`src/rtl/imem_loader.sv`:
```
// imem_loader: instruction RAM with a combinational CPU fetch port and a
// host byte-stream program loader. Optional checksum: IMEM_LOADER_CHECKSUM_EN.
module imem_loader #(
  parameter int          DEPTH       = 256,
  parameter int          ADDR_W      = 8,
  parameter logic [15:0] FILL_WORD   = 16'h0000,
  parameter int          START_DELAY = 2
) (
  input  logic              clock,
  input  logic              reset,
  input  logic [ADDR_W-1:0] i_addr,
  output logic [15:0]       i_datain,
  input  logic              load_req,
  input  logic              host_valid,
  output logic              host_ready,
  input  logic [7:0]        host_byte,
  input  logic              host_last,
  output logic              cpu_reset,
  output logic              cpu_enable,
  output logic              cpu_start,
  output logic [ADDR_W:0]   loaded_words,
  output logic              busy,
  output logic              err
);

  localparam int CNT_W = (START_DELAY > 1) ? $clog2(START_DELAY + 1) : 1;
  localparam logic [ADDR_W-1:0] LAST_PTR = ADDR_W'(DEPTH - 1);
  localparam logic [CNT_W-1:0]  CNT_INIT = CNT_W'(START_DELAY - 1);

`ifdef IMEM_LOADER_CHECKSUM_EN
  typedef enum logic [3:0] {
    IDLE, LOAD_HI, LOAD_LO, SETTLE, START, RUN, CHK_HI, CHK_LO, ERROR
  } state_t;
`else
  typedef enum logic [2:0] {
    IDLE, LOAD_HI, LOAD_LO, SETTLE, START, RUN
  } state_t;
`endif

  state_t state, state_nxt;

  logic [15:0]       mem [DEPTH];
  logic [ADDR_W-1:0] wr_ptr;
  logic [7:0]        hi_q;
  logic [CNT_W-1:0]  cnt;

  logic        xfer;
  logic        wr_en;
  logic [15:0] wr_data;
  logic        latch_hi;
  logic        start_load;
  logic        release_cpu;
  logic        fire;
  logic        end_load;
  logic        reads_open;

`ifdef IMEM_LOADER_CHECKSUM_EN
  logic [15:0] sum_q;
  logic [7:0]  chk_hi_q;
  logic        latch_chk;
  logic        chk_bad;
  logic        err_q;
`endif

  assign xfer = host_valid && host_ready;

  // State register.
  always_ff @(posedge clock or negedge reset) begin
    if (!reset) begin
      state <= IDLE;
    end else begin
      state <= state_nxt;
    end
  end

  // Next-state logic and per-cycle control strobes.
  always_comb begin
    state_nxt  = state;
    host_ready = 1'b0;
    wr_en      = 1'b0;
    wr_data    = {hi_q, host_byte};
    latch_hi   = 1'b0;
    start_load = 1'b0;
    fire       = 1'b0;
    end_load   = 1'b0;
`ifdef IMEM_LOADER_CHECKSUM_EN
    latch_chk  = 1'b0;
    chk_bad    = 1'b0;
`endif
    unique case (state)
      IDLE, RUN: begin
        if (load_req) begin
          start_load = 1'b1;
          state_nxt  = LOAD_HI;
        end
      end
      LOAD_HI: begin
        host_ready = 1'b1;
        if (xfer) begin
          latch_hi = 1'b1;
          if (host_last) begin
            wr_en    = 1'b1;
            wr_data  = {host_byte, 8'h00};
            end_load = 1'b1;
          end else begin
            state_nxt = LOAD_LO;
          end
        end
      end
      LOAD_LO: begin
        host_ready = 1'b1;
        if (xfer) begin
          wr_en = 1'b1;
          if (host_last || wr_ptr == LAST_PTR) begin
            end_load = 1'b1;
          end else begin
            state_nxt = LOAD_HI;
          end
        end
      end
      SETTLE: begin
        if (cnt == '0) begin
          state_nxt = START;
        end
      end
      START: begin
        fire      = 1'b1;
        state_nxt = RUN;
      end
`ifdef IMEM_LOADER_CHECKSUM_EN
      CHK_HI: begin
        host_ready = 1'b1;
        if (xfer) begin
          latch_chk = 1'b1;
          state_nxt = CHK_LO;
        end
      end
      CHK_LO: begin
        host_ready = 1'b1;
        if (xfer) begin
          if ({chk_hi_q, host_byte} == sum_q) begin
            state_nxt = SETTLE;
          end else begin
            chk_bad   = 1'b1;
            state_nxt = ERROR;
          end
        end
      end
      ERROR: begin
        if (load_req) begin
          start_load = 1'b1;
          state_nxt  = LOAD_HI;
        end
      end
`endif
      default: begin
        state_nxt = IDLE;
      end
    endcase
    if (end_load) begin
`ifdef IMEM_LOADER_CHECKSUM_EN
      state_nxt = CHK_HI;
`else
      state_nxt = SETTLE;
`endif
    end
  end

  // The CPU leaves reset only once the image is accepted (checksum included).
  assign release_cpu = (state_nxt == SETTLE) && (state != SETTLE);

  // Loader datapath and CPU control outputs.
  always_ff @(posedge clock or negedge reset) begin
    if (!reset) begin
      wr_ptr       <= '0;
      loaded_words <= '0;
      hi_q         <= '0;
      cnt          <= '0;
      cpu_reset    <= 1'b1;
      cpu_enable   <= 1'b0;
      cpu_start    <= 1'b0;
    end else begin
      cpu_start <= fire;
      if (start_load) begin
        wr_ptr       <= '0;
        loaded_words <= '0;
        cpu_reset    <= 1'b1;
        cpu_enable   <= 1'b0;
      end
      if (latch_hi) begin
        hi_q <= host_byte;
      end
      if (wr_en) begin
        wr_ptr       <= wr_ptr + 1'b1;
        loaded_words <= loaded_words + 1'b1;
      end
      if (release_cpu) begin
        cpu_reset <= 1'b0;
        cnt       <= CNT_INIT;
      end else if (state == SETTLE && cnt != '0) begin
        cnt <= cnt - 1'b1;
      end
      if (fire) begin
        cpu_enable <= 1'b1;
      end
    end
  end

  // Instruction RAM write port; contents survive reset.
  always_ff @(posedge clock) begin
    if (wr_en) begin
      mem[wr_ptr] <= wr_data;
    end
  end

`ifdef IMEM_LOADER_CHECKSUM_EN
  // Running word sum and checksum capture; err is sticky until a new load.
  always_ff @(posedge clock or negedge reset) begin
    if (!reset) begin
      sum_q    <= '0;
      chk_hi_q <= '0;
      err_q    <= 1'b0;
    end else begin
      if (start_load) begin
        sum_q <= '0;
        err_q <= 1'b0;
      end else if (wr_en) begin
        sum_q <= sum_q + wr_data;
      end
      if (latch_chk) begin
        chk_hi_q <= host_byte;
      end
      if (chk_bad) begin
        err_q <= 1'b1;
      end
    end
  end

  assign err = err_q;
`else
  assign err = 1'b0;
`endif

  // Busy flag and read gating while an image is in flight.
  always_comb begin
    busy       = 1'b0;
    reads_open = 1'b1;
    unique case (state)
      LOAD_HI, LOAD_LO: begin
        busy       = 1'b1;
        reads_open = 1'b0;
      end
      SETTLE: begin
        busy = 1'b1;
      end
`ifdef IMEM_LOADER_CHECKSUM_EN
      CHK_HI, CHK_LO: begin
        busy       = 1'b1;
        reads_open = 1'b0;
      end
`endif
      default: begin
        busy = 1'b0;
      end
    endcase
  end

  // Zero-latency fetch; unloaded addresses return the fill word.
  always_comb begin
    i_datain = FILL_WORD;
    if (reads_open && ({1'b0, i_addr} < loaded_words)) begin
      i_datain = mem[i_addr];
    end
  end

endmodule

```
`config.mk`:
```
export PLATFORM = sky130hd
export DESIGN_NAME = imem_loader
export DESIGN_NICKNAME = d
export VERILOG_FILES = /design/src/rtl/imem_loader.sv
export SDC_FILE = /design/constraint.sdc
export NUM_CORES = 2
export LEC_CHECK = 0
export CORE_MARGIN = 2
export CORE_UTILIZATION = 32
export DETAILED_ROUTE_END_ITERATION = 10
export HOLD_SLACK_MARGIN = 0.05
export SYNTH_ARGS = -nofsm -noshare
export SYNTH_HDL_FRONTEND = slang
export SYNTH_SLANG_ARGS = --single-unit
```
`constraint.sdc`:
```
create_clock -name clock -period 7.55 [get_ports clock]
set_input_delay 1.1325 -clock clock [delete_from_list [all_inputs] [get_ports clock]]
set_output_delay 1.1325 -clock clock [all_outputs]
set_load 0.02 [all_outputs]
```
Congestion heat map:
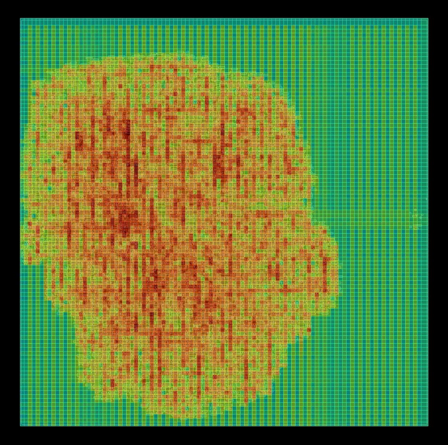
Util after Layout: 0.3688
WL/cell: 30.74 um
All-Layer GR Usage: 0.1823

Signal wires on met2:
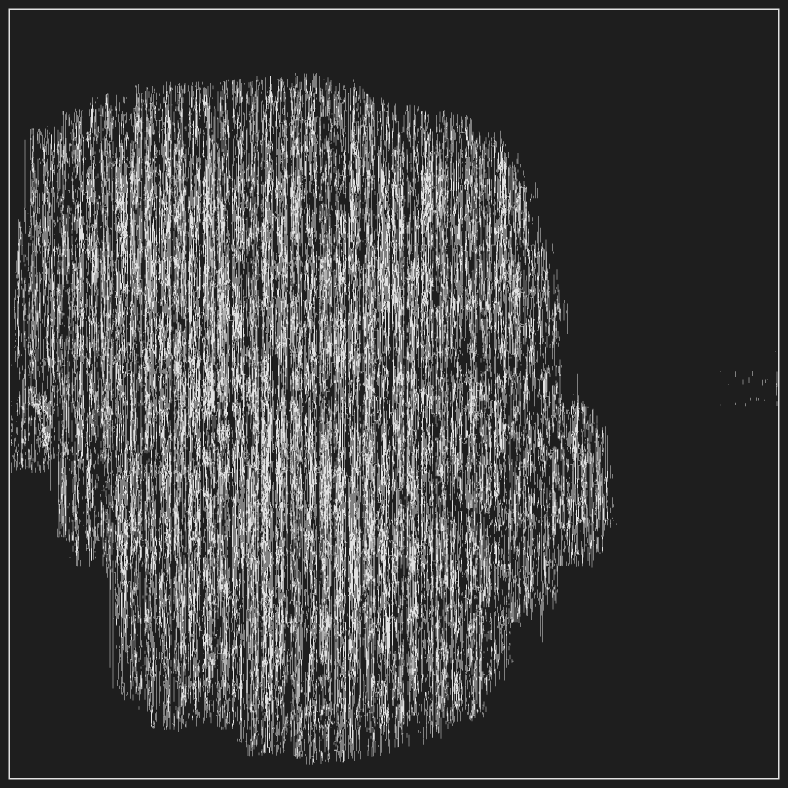
main direction: vertical
share of all routed wire: 46%
longest straight run: 196 um
nets with wire on the layer: 7,498

Routed metal per tile:
Bar = 200 um. The die is cut into 36 by 36 equal tiles; black is low, pale yellow is high, scaled to the fullest tile. Values are wire area over tile area, all layers added.
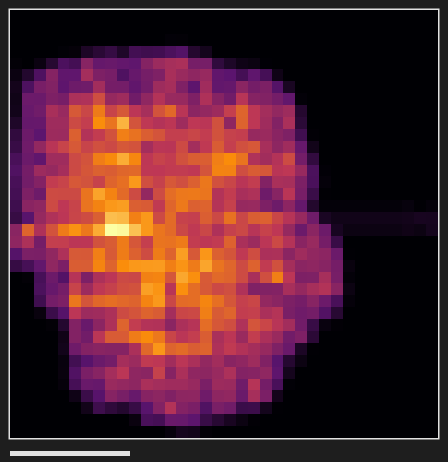
emptiest ninth of the die: top right
densest ninth of the die: middle
nearly empty tiles: 41%
mean over tiles: 0.16
fullest tile: 0.62
final wirelength: 480,300 um
via count: 86.08k

The metal 1 layer:
Bar = 200 um.
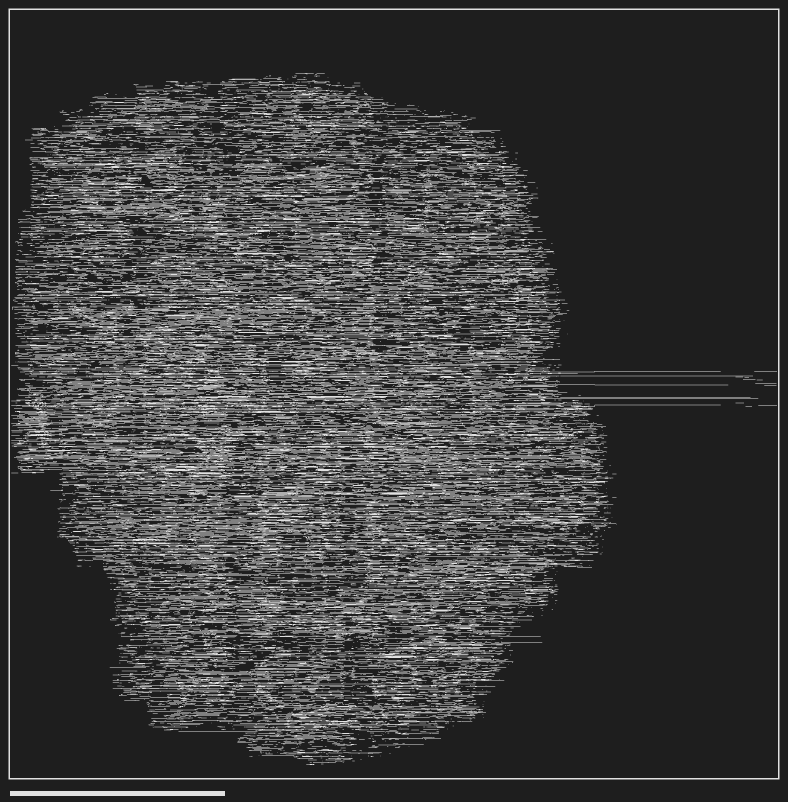
nets with wire on the layer: 8,386
share of all routed wire: 40%
main direction: horizontal
wire length on this layer: 190 mm

Placement density heat map:
Bar = 200 um. The die is cut into 36 by 36 equal tiles; black is low, pale yellow is high, 0 to 100% covered.
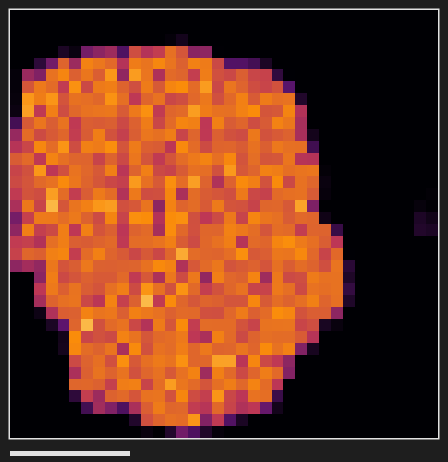
nearly empty tiles: 41%
fullest tile: 85%
mean over tiles: 35%
tiles over 75% full: 3.1%

==> run summary <==
yosys + openroad results -> status finished, violations left, violated checks slew limit, M1 WL 189,900 um, # nets final around 8.6k, via density per instance 5.509, DP Wirelength 287,100 um, Die Y 716.0 um, Synth Seq Share 0.7634, Max Cap Viol 0, residual DRC count 0, yosys warns 0, Yosys top cell by instances edfxtp_1, total sequential power between 20,000 and 30,000 uW, # Cells Yosys just over 8k, final hold viol count 0, sum of negative setup slack 0 ps, total grt overflow 0, Main synth FF type edfxtp_1, routability cong. about 0.85, Syn Area/Cell around 20 um2, Latency at later pin between 900 and 1000 ps, Critical Path Sink i_datain[11], Pleak 0.05958 uW, DR WL met2 about 220,000 um, Max FO, Critical Path 22, combinational gate area 35,030 um2, most used cell, CP buf_4, Commonest Layout Cell edfxtp_1, number of flip-flops in the largest register roughly 4.1k, Layout Skew ~70 ps, Top Consumer registers, mux frac, synth 0.1409, I/O pins between 50 and 60, Worst path max stage delay ~1100 ps, root buffer selected by CTS clkbuf_16, layout cell share with drive strength beyond 1 0.2176, Pins Over Slew Limit 20, setup bufs post-CTS 0, Critical Path End Type output port, largest net degree at the start of global routing between 150 and 200, Logic pwr share 0.107, Syn-to-layout area delta 14.85%, die area between 500,000 and 600,000 um2, Synth flops 4,129, highest-delay cell along the critical path nor4_1, Mapped Cells roughly 8.1k, core area 505,200 um2, clock group share of total power 0.380, YS chip area between 150,000 and 200,000 um2, internal power just over 40,000 uW, r2r endpoint mem[226][4], busiest grt layer met2, die width ~720 um, Dominant comb cell multiplexers, Row Count 261, syn_nets 8,086, worst r2r src state[0], XOR/XNOR share of the synthesized area 0.0003240, biggest area cells edfxtp_1 76%, mux4_2 8.0%, mux2i_1 5.1%, a221oi_1 1.4%, nor2_1 0.95%, WP data required 6420 ps, fmax between 0.1 and 0.15 GHz, area fraction in compound gates after synthesis 0.04972, measured slew at the worst slew-check pin approximately 1500 ps, clk buf depth 4, Cell Type Count 88
stage by stage:
step                power (uW)  instances  worst slack, ps  cell area (um2)
detailed placement       33950      14850            75.31           172800
global route             55400      15620            137.5           186300
floorplan                31170       8052             1471           162200
CTS                      54210      15620            69.90           186300
global placement         33660      14850            30.79           172800
finish                   54030      15630            114.7           186300
worst max-delay path, delay by kind of cell:
family / cells / cell delay, ps
buf+inv: 6 / 1470
compound gates: 4 / 1280
simple gates: 3 / 2310
layout make-up:
cell class	instances	share of cell area
Multi-Input combinational cell	3401	0.1881
Inverter	18	0.0004567
Antenna cell	11	0.0001478
Tap cell	6706	0.04504
Sequential cell	4129	0.6647
Clock buffer	492	0.05740
Clock inverter	270	0.01498
Timing Repair Buffer	599	0.02924
No activity file was given, so power comes from the tool's default toggle rates.
